**Placed standard cells**

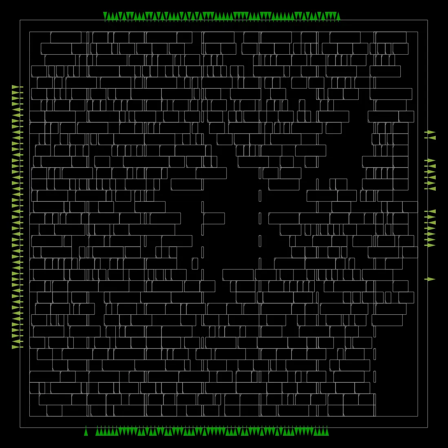
**Drive-strength map**

Scale: 4 px per um.
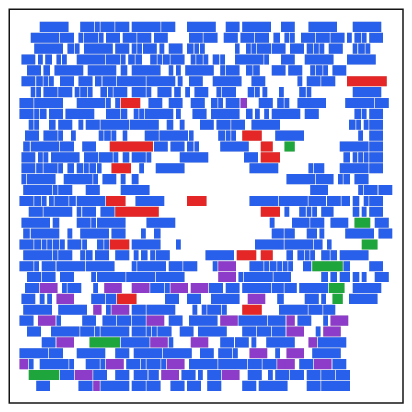
**Signal wires by layer**

Scale: 4 px per um. Two of the layers only.
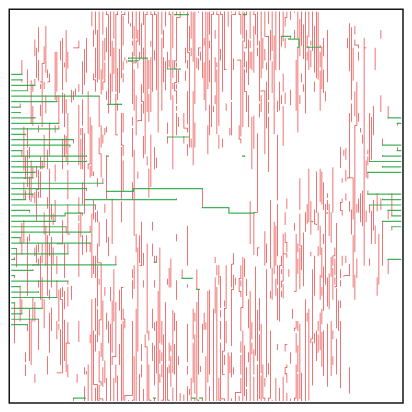
### src/rtl/ghostbus_pkg.sv
// Shared definitions for the ghostbus command bridge: FSM encoding, default
// bus widths and the read-latency counter sizing rule.
package ghostbus_pkg;

  typedef enum logic [1:0] {
    IDLE   = 2'd0,
    STROBE = 2'd1,
    RWAIT  = 2'd2,
    RESP   = 2'd3
  } state_t;

  localparam int GB_AW = 24;
  localparam int GB_DW = 32;

  // Counter only ever reaches RD, so it needs clog2(RD+1) bits, at least one.
  function automatic int cnt_width(input int rd);
    return (rd < 1) ? 1 : $clog2(rd + 1);
  endfunction

endpackage

### src/rtl/ghostbus_cmd_bridge_if.sv
// Command/response streams plus the ghostbus port set; the bridge is the
// ghostbus master, the host/design side uses the slave view.
interface ghostbus_cmd_bridge_if
  import ghostbus_pkg::*;
#(
  parameter int AW = GB_AW,
  parameter int DW = GB_DW
) ();

  logic          cmd_valid;
  logic          cmd_ready;
  logic          cmd_write;
  logic [AW-1:0] cmd_addr;
  logic [DW-1:0] cmd_wdata;

  logic          rsp_valid;
  logic          rsp_ready;
  logic          rsp_write;
  logic [DW-1:0] rsp_data;

  logic [AW-1:0] gb_addr;
  logic [DW-1:0] gb_wdata;
  logic          gb_wen;
  logic          gb_rstb;
  logic [DW-1:0] gb_rdata;

  modport master (
    input  cmd_valid, cmd_write, cmd_addr, cmd_wdata, rsp_ready, gb_rdata,
    output cmd_ready, rsp_valid, rsp_write, rsp_data,
           gb_addr, gb_wdata, gb_wen, gb_rstb
  );

  modport slave (
    output cmd_valid, cmd_write, cmd_addr, cmd_wdata, rsp_ready, gb_rdata,
    input  cmd_ready, rsp_valid, rsp_write, rsp_data,
           gb_addr, gb_wdata, gb_wen, gb_rstb
  );

endinterface

### src/rtl/ghostbus_rd_timer.sv
// Read-latency timer: loads 1 on start, counts while run is high and
// saturates at RD; done flags the cycle in which the count equals RD.
module ghostbus_rd_timer #(
  parameter int RD = 8,
  parameter int CW = 4
) (
  input  logic clk,
  input  logic rst,
  input  logic start,
  input  logic run,
  output logic done
);

  logic [CW-1:0] cnt;

  always_ff @(posedge clk) begin
    if (rst) begin
      cnt <= '0;
    end else if (start) begin
      cnt <= CW'(1);
    end else if (run) begin
      if (cnt != CW'(RD)) cnt <= cnt + CW'(1);
    end else begin
      cnt <= '0;
    end
  end

  assign done = run && (cnt == CW'(RD));

endmodule

### src/rtl/ghostbus_cmd_bridge.sv
// Single-outstanding bridge from a valid/ready command stream to ghostbus
// write/read strobes, returning one response per command.
module ghostbus_cmd_bridge
  import ghostbus_pkg::*;
#(
  parameter int AW = GB_AW,
  parameter int DW = GB_DW,
  parameter int RD = 8
) (
  input  logic                 clk,
  input  logic                 rst,
  output logic                 busy,
  ghostbus_cmd_bridge_if.master bus
);

  localparam int CW = cnt_width(RD);

  state_t        state, state_n;
  logic          wr, wr_n;
  logic [AW-1:0] addr, addr_n;
  logic [DW-1:0] wdata, wdata_n;
  logic          wen, wen_n;
  logic          rstb, rstb_n;
  logic          resp_valid, resp_valid_n;
  logic          resp_write, resp_write_n;
  logic [DW-1:0] resp_data, resp_data_n;
  logic          timer_start;
  logic          timer_done;

  ghostbus_rd_timer #(.RD(RD), .CW(CW)) u_rd_timer (
    .clk   (clk),
    .rst   (rst),
    .start (timer_start),
    .run   (state == RWAIT),
    .done  (timer_done)
  );

  always_ff @(posedge clk) begin
    if (rst) state <= IDLE;
    else     state <= state_n;
  end

  always_comb begin
    state_n      = state;
    wr_n         = wr;
    addr_n       = addr;
    wdata_n      = wdata;
    wen_n        = 1'b0;
    rstb_n       = 1'b0;
    resp_valid_n = resp_valid;
    resp_write_n = resp_write;
    resp_data_n  = resp_data;
    timer_start  = 1'b0;
    case (state)
      IDLE: begin
        if (bus.cmd_valid) begin
          state_n = STROBE;
          wr_n    = bus.cmd_write;
          addr_n  = bus.cmd_addr;
          wdata_n = bus.cmd_wdata;
          wen_n   = bus.cmd_write;
          rstb_n  = !bus.cmd_write;
        end
      end
      STROBE: begin
        if (wr) begin
          state_n      = RESP;
          resp_valid_n = 1'b1;
          resp_write_n = 1'b1;
          resp_data_n  = '0;
        end else if (RD == 0) begin
          // Zero latency: read data is already valid alongside the strobe.
          state_n      = RESP;
          resp_valid_n = 1'b1;
          resp_write_n = 1'b0;
          resp_data_n  = bus.gb_rdata;
        end else begin
          state_n     = RWAIT;
          timer_start = 1'b1;
        end
      end
      RWAIT: begin
        if (timer_done) begin
          state_n      = RESP;
          resp_valid_n = 1'b1;
          resp_write_n = 1'b0;
          resp_data_n  = bus.gb_rdata;
        end
      end
      RESP: begin
        if (bus.rsp_ready) begin
          state_n      = IDLE;
          resp_valid_n = 1'b0;
        end
      end
      default: state_n = IDLE;
    endcase
  end

  // Registered outputs; reset clears pending pulses and any queued response.
  always_ff @(posedge clk) begin
    if (rst) begin
      wr         <= 1'b0;
      addr       <= '0;
      wdata      <= '0;
      wen        <= 1'b0;
      rstb       <= 1'b0;
      resp_valid <= 1'b0;
      resp_write <= 1'b0;
      resp_data  <= '0;
    end else begin
      wr         <= wr_n;
      addr       <= addr_n;
      wdata      <= wdata_n;
      wen        <= wen_n;
      rstb       <= rstb_n;
      resp_valid <= resp_valid_n;
      resp_write <= resp_write_n;
      resp_data  <= resp_data_n;
    end
  end

  assign bus.cmd_ready = (state == IDLE);
  assign busy          = (state != IDLE);
  assign bus.gb_addr   = addr;
  assign bus.gb_wdata  = wdata;
  assign bus.gb_wen    = wen;
  assign bus.gb_rstb   = rstb;
  assign bus.rsp_valid = resp_valid;
  assign bus.rsp_write = resp_write;
  assign bus.rsp_data  = resp_data;

endmodule

### src/flat_wrapper.sv
// flat-port wrapper written by rule: the top's interface ports become plain ports
module ghostbus_cmd_bridge_flat import ghostbus_pkg::*;
#(
  parameter int AW = GB_AW,
  parameter int DW = GB_DW,
  parameter int RD = 8
)
  (clk, rst, busy, bus_cmd_valid, bus_cmd_write, bus_cmd_addr, bus_cmd_wdata, bus_rsp_ready, bus_gb_rdata, bus_cmd_ready, bus_rsp_valid, bus_rsp_write, bus_rsp_data, bus_gb_addr, bus_gb_wdata, bus_gb_wen, bus_gb_rstb);
  ghostbus_cmd_bridge_if #(.AW(AW), .DW(DW)) bus_i ();
  input  logic clk;
  input  logic rst;
  output logic busy;
  input wire logic [$bits(bus_i.cmd_valid)-1:0] bus_cmd_valid;
  input wire logic [$bits(bus_i.cmd_write)-1:0] bus_cmd_write;
  input wire logic [$bits(bus_i.cmd_addr)-1:0] bus_cmd_addr;
  input wire logic [$bits(bus_i.cmd_wdata)-1:0] bus_cmd_wdata;
  input wire logic [$bits(bus_i.rsp_ready)-1:0] bus_rsp_ready;
  input wire logic [$bits(bus_i.gb_rdata)-1:0] bus_gb_rdata;
  output wire logic [$bits(bus_i.cmd_ready)-1:0] bus_cmd_ready;
  output wire logic [$bits(bus_i.rsp_valid)-1:0] bus_rsp_valid;
  output wire logic [$bits(bus_i.rsp_write)-1:0] bus_rsp_write;
  output wire logic [$bits(bus_i.rsp_data)-1:0] bus_rsp_data;
  output wire logic [$bits(bus_i.gb_addr)-1:0] bus_gb_addr;
  output wire logic [$bits(bus_i.gb_wdata)-1:0] bus_gb_wdata;
  output wire logic [$bits(bus_i.gb_wen)-1:0] bus_gb_wen;
  output wire logic [$bits(bus_i.gb_rstb)-1:0] bus_gb_rstb;
  assign bus_i.cmd_valid = bus_cmd_valid;
  assign bus_i.cmd_write = bus_cmd_write;
  assign bus_i.cmd_addr = bus_cmd_addr;
  assign bus_i.cmd_wdata = bus_cmd_wdata;
  assign bus_i.rsp_ready = bus_rsp_ready;
  assign bus_i.gb_rdata = bus_gb_rdata;
  assign bus_cmd_ready = bus_i.cmd_ready;
  assign bus_rsp_valid = bus_i.rsp_valid;
  assign bus_rsp_write = bus_i.rsp_write;
  assign bus_rsp_data = bus_i.rsp_data;
  assign bus_gb_addr = bus_i.gb_addr;
  assign bus_gb_wdata = bus_i.gb_wdata;
  assign bus_gb_wen = bus_i.gb_wen;
  assign bus_gb_rstb = bus_i.gb_rstb;
  ghostbus_cmd_bridge #(.AW(AW), .DW(DW), .RD(RD)) u_core (.clk(clk), .rst(rst), .busy(busy), .bus(bus_i));
endmodule
### config.mk
export PLATFORM = sky130hd
export DESIGN_NAME = ghostbus_cmd_bridge_flat
export DESIGN_NICKNAME = d
export VERILOG_FILES = /design/src/rtl/ghostbus_pkg.sv /design/src/rtl/ghostbus_cmd_bridge_if.sv /design/src/rtl/ghostbus_rd_timer.sv /design/src/rtl/ghostbus_cmd_bridge.sv /design/src/flat_wrapper.sv
export SDC_FILE = /design/constraint.sdc
export NUM_CORES = 1
export LEC_CHECK = 0
export CORE_MARGIN = 2
export CORE_UTILIZATION = 43
export DETAILED_ROUTE_END_ITERATION = 8
export PLACE_DENSITY = 0.89
export REMOVE_ABC_BUFFERS = 1
export SLEW_MARGIN = 20
export SYNTH_ARGS = -nofsm -noshare
export SYNTH_HDL_FRONTEND = slang
export SYNTH_SLANG_ARGS = --single-unit
### constraint.sdc
create_clock -name clk -period 4.2 [get_ports clk]
set_input_delay 0.63 -clock clk [delete_from_list [all_inputs] [get_ports clk]]
set_output_delay 0.63 -clock clk [all_outputs]
set_load 0.05 [all_outputs]
==> run notes <==
The flow run is done. The tree is rooted in a sky130_fd_sc_hd__clkbuf_8. Number of pins exceeding their max-slew limit in the final report landed at 0. The share of the Yosys chip area taken by registers is 0.5211.

The worst-case max-slew headroom was logged as 0.5237. The die is between 90 and 100 um wide. Clock-pin slew on the worst setup and hold paths landed at around 100 ps. For the final routed database, the setup TNS stands at 0 ps. The clock arrives with approximately 19 ps of skew. Total of endpoints with negative setup slack in the final report landed at 0. Via count of the first global-routing pass landed at around 3400. Per the synth stats, the flop cell with the highest instance count is sky130_fd_sc_hd__dfxtp_1. Note, the detailed placer reported a final HPWL of between 7 and 8 mm. Wire length of the first global-routing pass landed at between 15 and 20 mm.

The power report puts the leakage power at about 2.1 nW. Counting the buffers created by CTS gives 9. At the end of the flow the core is filled with cells to 0.6807. Worst-case clock buffer depth landed at 2. Dividing the final minimum period by the clock period gives 0.6415. The setup path with the least slack is of type flip-flop to primary output. Number of iterations in the first detailed-routing pass landed at 4.

Total grt overflow landed at 0. Net count of the finished layout landed at slightly below 700. The run finished with clean final reports. After floorplanning, the core was divided into 34 placement rows. The synthesized design contains slightly below 100 register bits. In this run the full chip footprint comes out at ~9600 sq um. H-tree depth landed at 3. By area the synthesized netlist is led by sky130_fd_sc_hd__dfxtp_1 (52%), sky130_fd_sc_hd__nand2_1 (12%), sky130_fd_sc_hd__a22oi_2 (9.2%), sky130_fd_sc_hd__a21oi_1 (8.2%), sky130_fd_sc_hd__nor2_1 (3.2%). Post-detailed-route DRC marker count landed at 0. During placement, the flow inserted port buffers numbering 186.

The global routing report lists combined usage of all routing layers as 0.2125. Post-synth tally of flip-flops with integrated enable landed at 0. Setup repair after global routing left no endpoint under its margin. Number of cell instances after yosys synthesis landed at 418. The worst setup path is launched from a flip-flop. Per the OpenROAD floorplan log, the height of the die is approximately 98 um. The worst setup path is captured at a primary output.

Initial antenna violation count landed at 0.
Back to the opening pictures, 'placed standard cells':
sequential fraction of total cell area: 0.3372
count of placed standard cells in the final layout, fillers left out: 700

Back to the opening pictures, 'drive-strength map':
- x1 and smaller: blue (cells 534; most used clkdlybuf4s50_1)
- x3 and x4: green (cells 8)
- x6 and larger: red (cells 16; most used clkbuf_8)
- x2: purple (cells 34; most used a22oi_2)

Back to the opening pictures, 'signal wires by layer':
- M2: red (wire length 5550 um)
- M3: green (wire length 609 um)
via count: 3426
sum of routed wire length over all layers: 10.26 mm

==> worst paths after layout <==
| check | startpoint | endpoint | slack [ps] | cells after the start |
|---|---|---|---|---|
| min | u_core.bus.gb_wdata[22] | u_core.bus.gb_wdata[22] | 460 | 2 |
| min reg2reg | u_core.bus.gb_wdata[22] | u_core.bus.gb_wdata[22] | 460 | 2 |
| max reg2reg | u_core.state[0] | u_core.bus.gb_wdata[8] | 2150 | 7 |
| max | u_core.state[0] | busy | 1510 | 4 |
==> worst max-delay path, stage by stage, from the launching register on <==
cell,delay (ps)
sky130_fd_sc_hd__dfxtp_1,370
sky130_fd_sc_hd__inv_1,120
sky130_fd_sc_hd__ha_1,290
sky130_fd_sc_hd__inv_1,140
sky130_fd_sc_hd__clkdlybuf4s50_1,820
==> through the flow <==
stage	worst slack, ps	area, sq um	power, mW	hold WS, ps	instances
final	1506	5878	3.249	459.3	700
after global routing	1388	5878	3.416	478.3	700
after CTS	1505	5873	3.274	459.1	700
after detailed placement	1830	5639	2.571	446.6	684
after global placement	1698	5612	2.504	440.9	683
after floorplan	690.1	3595	2.048	451.8	387
==> cell type report <==
class / count / area, sq um
fillers: 678 / 2758
multi-input cells: 280 / 1598
inverters: 8 / 30.03
flip-flops and latches: 99 / 1982
clock buffers: 11 / 151.4
repair buffers: 189 / 1899
well taps: 108 / 135.1
clock inverters: 5 / 82.58
==> cells in the final DEF (no fill, tap or decap), types with 3 or more instances in the layout <==
cell	synthesis	layout
sky130_fd_sc_hd__nand2_1	120	119
sky130_fd_sc_hd__ha_1	7	7
sky130_fd_sc_hd__dfxtp_1	99	99
sky130_fd_sc_hd__nor2_1	32	31
sky130_fd_sc_hd__clkbuf_8	0	11
sky130_fd_sc_hd__clkdlybuf4s50_1	0	185
sky130_fd_sc_hd__nand3_1	3	3
sky130_fd_sc_hd__a22oi_2	28	28
sky130_fd_sc_hd__a21oi_1	62	62
sky130_fd_sc_hd__nor2_2	4	4
sky130_fd_sc_hd__inv_1	8	8
==> power by group <==
part	switching (mW)	internal [mW]	total (mW)	leakage, nW
combinational	0.956	0.456	1.41	1.22
clock	0.329	0.372	0.701	0.120
sequential	0.0710	1.06	1.14	0.807
total	1.36	1.89	3.25	2.15
==> cells by family after synthesis <==
group | count (synthesis) | synth area share
buffers and inverters | 39 | 0.06283
XOR/XNOR | 3 | 0.006909
flip-flops | 99 | 0.5211
AND/OR/NAND/NOR | 169 | 0.1790
multiplexers | 1 | 0.002632
AND-OR/OR-AND | 100 | 0.2046
adder cells (fa/ha/maj) | 7 | 0.02303
==> state kept, by name (all words and copies together), names as in the netlist <==
signal                 cells
u_core.bus.gb_addr        24
u_core.u_rd_timer.cnt      4
u_core.bus.gb_rstb         1
u_core.bus.rsp_data       32
u_core.bus.rsp_write       1
u_core.wr                  1
u_core.bus.gb_wdata       32
u_core.bus.rsp_valid       1
u_core.bus.gb_wen          1
u_core.state               2
==> layer usage <==
metal  vias up  GRT usage  routed length (um)
li1       1713          -                   -
met3        14    0.05870                 609
met4         0    0.07692                 219
met5         -          0                   0
met1      1606     0.2328                3887
met2        93     0.3904                5545
No activity file was given, so power comes from the tool's default toggle rates.
